--- src/rtl/frame_dump_if.sv ---
// Bus bundle between the frame dump sequencer and its environment:
// control pulses, buffer read port, UART byte port and status.
interface frame_dump_if #(
  parameter int XW = 6,
  parameter int YW = 5
);
  logic          start;
  logic          abort;
  logic [XW-1:0] rd_x;
  logic [YW-1:0] rd_y;
  logic [31:0]   rd_data;
  logic          tx_wr;
  logic [7:0]    tx_data;
  logic          uart_busy;
  logic          busy;
  logic          done;
  logic [2:0]    dbg_state;

  // Byte handshake: tx_wr is a one-cycle strobe with tx_data valid in that
  // cycle; the UART signals back-pressure only through uart_busy, and the
  // sequencer never strobes unless uart_busy has been low for the holdoff.
  modport master (
    input  start, abort, rd_data, uart_busy,
    output rd_x, rd_y, tx_wr, tx_data, busy, done, dbg_state
  );

  modport slave (
    output start, abort, rd_data, uart_busy,
    input  rd_x, rd_y, tx_wr, tx_data, busy, done, dbg_state
  );
endinterface

--- src/rtl/frame_dump_seq.sv ---
// Walks a COLS x ROWS word buffer and serialises each word as bytes to a
// UART, optionally preceded by a sync header byte, with a quiet-line holdoff.
module frame_dump_seq #(
  parameter int         COLS           = 40,
  parameter int         ROWS           = 30,
  parameter int         BYTES_PER_WORD = 4,
  parameter int         MSB_FIRST      = 1,
  parameter int         HOLDOFF        = 8191,
  parameter int         READ_LAT       = 1,
  parameter int         HEADER_EN      = 1,
  parameter logic [7:0] HEADER_BYTE    = 8'hA5
) (
  input  logic         clk,
  input  logic         areset_n,
  frame_dump_if.master bus
);
  localparam int XW = (COLS > 1) ? $clog2(COLS) : 1;
  localparam int YW = (ROWS > 1) ? $clog2(ROWS) : 1;
  localparam int HW = (HOLDOFF > 0) ? $clog2(HOLDOFF + 1) : 1;

  localparam logic [XW-1:0] X_LAST   = XW'(COLS - 1);
  localparam logic [YW-1:0] Y_LAST   = YW'(ROWS - 1);
  localparam logic [1:0]    Z_LAST   = 2'(BYTES_PER_WORD - 1);
  localparam logic [1:0]    LAT_END  = 2'(READ_LAT);
  localparam logic [HW-1:0] HOLD_MAX = HW'(HOLDOFF);

  typedef enum logic [2:0] {
    S_IDLE   = 3'd0,
    S_HEADER = 3'd1,
    S_FETCH  = 3'd2,
    S_WAIT   = 3'd3,
    S_DONE   = 3'd4
  } state_t;

  state_t        state, state_nx;
  logic [XW-1:0] x_q, x_nx;
  logic [YW-1:0] y_q, y_nx;
  logic [1:0]    z_q, z_nx;
  logic [1:0]    lat_q, lat_nx;
  logic [31:0]   word_q, word_nx;
  logic [HW-1:0] hold_q;
  logic          tx_wr_q, tx_wr_nx;
  logic [7:0]    tx_data_q, tx_data_nx;
  logic          gate;
  logic [1:0]    bidx;
  logic [7:0]    cur_byte;

  // Holdoff: the line must have been quiet for HOLDOFF cycles before a write.
  always_ff @(posedge clk or negedge areset_n) begin
    if (!areset_n) begin
      hold_q <= '0;
    end else if (bus.uart_busy || tx_wr_q) begin
      hold_q <= '0;
    end else if (hold_q != HOLD_MAX) begin
      hold_q <= hold_q + 1'b1;
    end
  end

  assign gate     = (hold_q == HOLD_MAX) && !bus.uart_busy && !tx_wr_q;
  assign bidx     = (MSB_FIRST != 0) ? (2'd3 - z_q) : z_q;
  assign cur_byte = word_q[{bidx, 3'b000} +: 8];

  always_ff @(posedge clk or negedge areset_n) begin
    if (!areset_n) begin
      state     <= S_IDLE;
      x_q       <= '0;
      y_q       <= '0;
      z_q       <= '0;
      lat_q     <= '0;
      word_q    <= '0;
      tx_wr_q   <= 1'b0;
      tx_data_q <= '0;
    end else begin
      state     <= state_nx;
      x_q       <= x_nx;
      y_q       <= y_nx;
      z_q       <= z_nx;
      lat_q     <= lat_nx;
      word_q    <= word_nx;
      tx_wr_q   <= tx_wr_nx;
      tx_data_q <= tx_data_nx;
    end
  end

  always_comb begin
    state_nx   = state;
    x_nx       = x_q;
    y_nx       = y_q;
    z_nx       = z_q;
    lat_nx     = '0;
    word_nx    = word_q;
    tx_wr_nx   = 1'b0;
    tx_data_nx = tx_data_q;
    case (state)
      S_IDLE: begin
        if (bus.start) begin
          x_nx     = '0;
          y_nx     = '0;
          z_nx     = '0;
          state_nx = (HEADER_EN != 0) ? S_HEADER : S_FETCH;
        end
      end
      S_HEADER: begin
        if (gate) begin
          tx_wr_nx   = 1'b1;
          tx_data_nx = HEADER_BYTE;
          state_nx   = S_FETCH;
        end
      end
      S_FETCH: begin
        // Address has been stable since entry; sample once READ_LAT has elapsed.
        if (lat_q == LAT_END) begin
          word_nx  = bus.rd_data;
          state_nx = S_WAIT;
        end else begin
          lat_nx = lat_q + 2'd1;
        end
      end
      S_WAIT: begin
        if (gate) begin
          tx_wr_nx   = 1'b1;
          tx_data_nx = cur_byte;
          if (z_q != Z_LAST) begin
            z_nx = z_q + 2'd1;
          end else begin
            z_nx = '0;
            if (x_q != X_LAST) begin
              x_nx     = x_q + 1'b1;
              state_nx = S_FETCH;
            end else begin
              x_nx = '0;
              if (y_q != Y_LAST) begin
                y_nx     = y_q + 1'b1;
                state_nx = S_FETCH;
              end else begin
                y_nx     = '0;
                state_nx = S_DONE;
              end
            end
          end
        end
      end
      S_DONE:  state_nx = S_IDLE;
      default: state_nx = S_IDLE;
    endcase
    // Abort beats a write gate opening in the same cycle.
    if (bus.abort && (state != S_IDLE)) begin
      state_nx   = S_IDLE;
      tx_wr_nx   = 1'b0;
      tx_data_nx = tx_data_q;
      x_nx       = '0;
      y_nx       = '0;
      z_nx       = '0;
    end
  end

  assign bus.rd_x      = x_q;
  assign bus.rd_y      = y_q;
  assign bus.tx_wr     = tx_wr_q;
  assign bus.tx_data   = tx_data_q;
  assign bus.busy      = (state != S_IDLE);
  assign bus.done      = (state == S_DONE);
  assign bus.dbg_state = state;
endmodule

--- src/flat_wrapper.sv ---
// flat-port wrapper written by rule: the top's interface ports become plain ports
module frame_dump_seq_flat 
#(
  parameter int         COLS           = 40,
  parameter int         ROWS           = 30,
  parameter int         BYTES_PER_WORD = 4,
  parameter int         MSB_FIRST      = 1,
  parameter int         HOLDOFF        = 8191,
  parameter int         READ_LAT       = 1,
  parameter int         HEADER_EN      = 1,
  parameter logic [7:0] HEADER_BYTE    = 8'hA5
)
  (clk, areset_n, bus_start, bus_abort, bus_rd_data, bus_uart_busy, bus_rd_x, bus_rd_y, bus_tx_wr, bus_tx_data, bus_busy, bus_done, bus_dbg_state);
  frame_dump_if #(.XW(1), .YW(1)) bus_i ();
  input  logic clk;
  input  logic areset_n;
  input wire logic [$bits(bus_i.start)-1:0] bus_start;
  input wire logic [$bits(bus_i.abort)-1:0] bus_abort;
  input wire logic [$bits(bus_i.rd_data)-1:0] bus_rd_data;
  input wire logic [$bits(bus_i.uart_busy)-1:0] bus_uart_busy;
  output wire logic [$bits(bus_i.rd_x)-1:0] bus_rd_x;
  output wire logic [$bits(bus_i.rd_y)-1:0] bus_rd_y;
  output wire logic [$bits(bus_i.tx_wr)-1:0] bus_tx_wr;
  output wire logic [$bits(bus_i.tx_data)-1:0] bus_tx_data;
  output wire logic [$bits(bus_i.busy)-1:0] bus_busy;
  output wire logic [$bits(bus_i.done)-1:0] bus_done;
  output wire logic [$bits(bus_i.dbg_state)-1:0] bus_dbg_state;
  assign bus_i.start = bus_start;
  assign bus_i.abort = bus_abort;
  assign bus_i.rd_data = bus_rd_data;
  assign bus_i.uart_busy = bus_uart_busy;
  assign bus_rd_x = bus_i.rd_x;
  assign bus_rd_y = bus_i.rd_y;
  assign bus_tx_wr = bus_i.tx_wr;
  assign bus_tx_data = bus_i.tx_data;
  assign bus_busy = bus_i.busy;
  assign bus_done = bus_i.done;
  assign bus_dbg_state = bus_i.dbg_state;
  frame_dump_seq #(.COLS(COLS), .ROWS(ROWS), .BYTES_PER_WORD(BYTES_PER_WORD), .MSB_FIRST(MSB_FIRST), .HOLDOFF(HOLDOFF), .READ_LAT(READ_LAT), .HEADER_EN(HEADER_EN), .HEADER_BYTE(HEADER_BYTE)) u_core (.clk(clk), .areset_n(areset_n), .bus(bus_i));
endmodule
--- config.mk ---
export PLATFORM = sky130hd
export DESIGN_NAME = frame_dump_seq_flat
export DESIGN_NICKNAME = d
export VERILOG_FILES = /design/src/rtl/frame_dump_if.sv /design/src/rtl/frame_dump_seq.sv /design/src/flat_wrapper.sv
export SDC_FILE = /design/constraint.sdc
export NUM_CORES = 1
export LEC_CHECK = 0
export CAP_MARGIN = 20
export CORE_ASPECT_RATIO = 1.4
export CORE_UTILIZATION = 39
export CTS_CLUSTER_DIAMETER = 50
export DETAILED_ROUTE_END_ITERATION = 8
export HOLD_SLACK_MARGIN = 0.05
export SLEW_MARGIN = 20
export SYNTH_ARGS = -nofsm -noshare
export SYNTH_HDL_FRONTEND = slang
export SYNTH_SLANG_ARGS = --single-unit
--- constraint.sdc ---
create_clock -name clk -period 5.2 [get_ports clk]
set_input_delay 1.04 -clock clk [delete_from_list [all_inputs] [get_ports clk]]
set_output_delay 1.04 -clock clk [all_outputs]
set_load 0.02 [all_outputs]
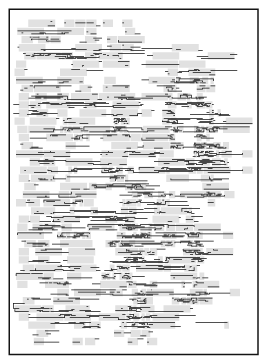
*M1 wires*
(3 px per um)
share of all routed wire: 43%
nets with wire on the layer: 338
main direction: horizontal
longest straight run: 29.4 um
vias: 2519
met1 Usage GRT: 21.7%
Routed WL: 7340 um

==> GITHUB_STEP_SUMMARY <==
### Metrics collected by this job

| Metric | Value |
|---|---|
| Simple Share, Synth | a little under a fifth |
| Most common reg cell | dfrtp_1 |
| Synth area leaders | dfrtp_1 51%, mux2_2 10%, mux4_2 5.1%, nand2_1 3.0%, nor2_1 2.4% |
| Post-synth EDFFs | 0 |
| Top Consumer | registers |
| Met3 GRT Util | between 3 and 4% |
| Crit Path Max Fanout | 19 |
| Pin count of the biggest net entering global routing | approximately 44 |
| Crit path from | u_core.bus.dbg_state[1]$_DFFE_PN0P_ |
| First-pass DRT Iterations | 4 |
| Syn nets | ~350 |
| Reg with most FFs | u_core.word_q |
| Gates resized, CTS repair | 0 |
| Initial antenna violation count | 0 |
| Avg WL per Cell | between 15 and 20 um |
| Commonest cells post-synth | 72 x dfrtp_1, 32 x mux2_2, 28 x nand2_1, 23 x nor2_1, 14 x nand3_1 |
| Tapcells | between 100 and 150 |
| Status | complete, no violations |
| P_sw | around 0.00057 W |
| Placement Cell Area | a little over 4000 um^2 |
| Signal buf overhead | 12.1% |
| Max reg flops | 32 |
| #FFs+latches synth | about 72 |
| Worst-Skew Late Latency | about 0.33 ns |
| Slew HR | between 50% and 60% |
| CTS tree | done |
| Buffers excl. clock | ~55 |
| Hold-fix buffers, CTS | 0 |
| Vias per cell | approximately 5.4 |
| Max-area cell class | registers |
| Clkbuf count | 12 |
| Invs w/o clock | 3 |
| Clock buf/inv share | under 10% |
| Clk pin slew, worst setup/hold paths | ~0.06 ns |
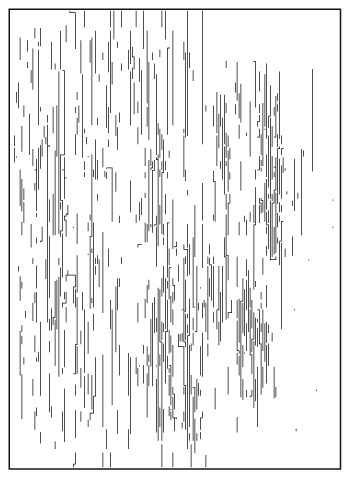
*Met2 routing*
(4 px per um)
nets with wire on the layer: 339
wire length on this layer: 3680 um
main direction: vertical
met2 Track Usage GR: 28.8%

==> critical path: cells and delay by family (launching register included) <==
kind	cells	cell delay [ns]
flops	1	0.62
buf+inv	1	0.55
simple gates	1	0.49
==> placed cells by master, fill, tap and decap left out, types with 3 or more instances in the layout <==
cell type and count:
dfrtp_1 72, clkdlybuf4s50_1 51, mux2_2 32, nand2_1 28, nor2_1 23, nand3_1 14, o21ai_0 11, clkbuf_16 9
nor3_1 8, nand4_1 8, mux4_2 8, a21oi_1 7, a31oi_1 6, xnor2_1 5, ha_1 5, nand2b_1 4
nor3b_1 4, and4_1 4, and3_1 4, o31ai_1 4, inv_1 3, nor2b_1 3, and2_1 3, nand3b_1 3
buf_4 3
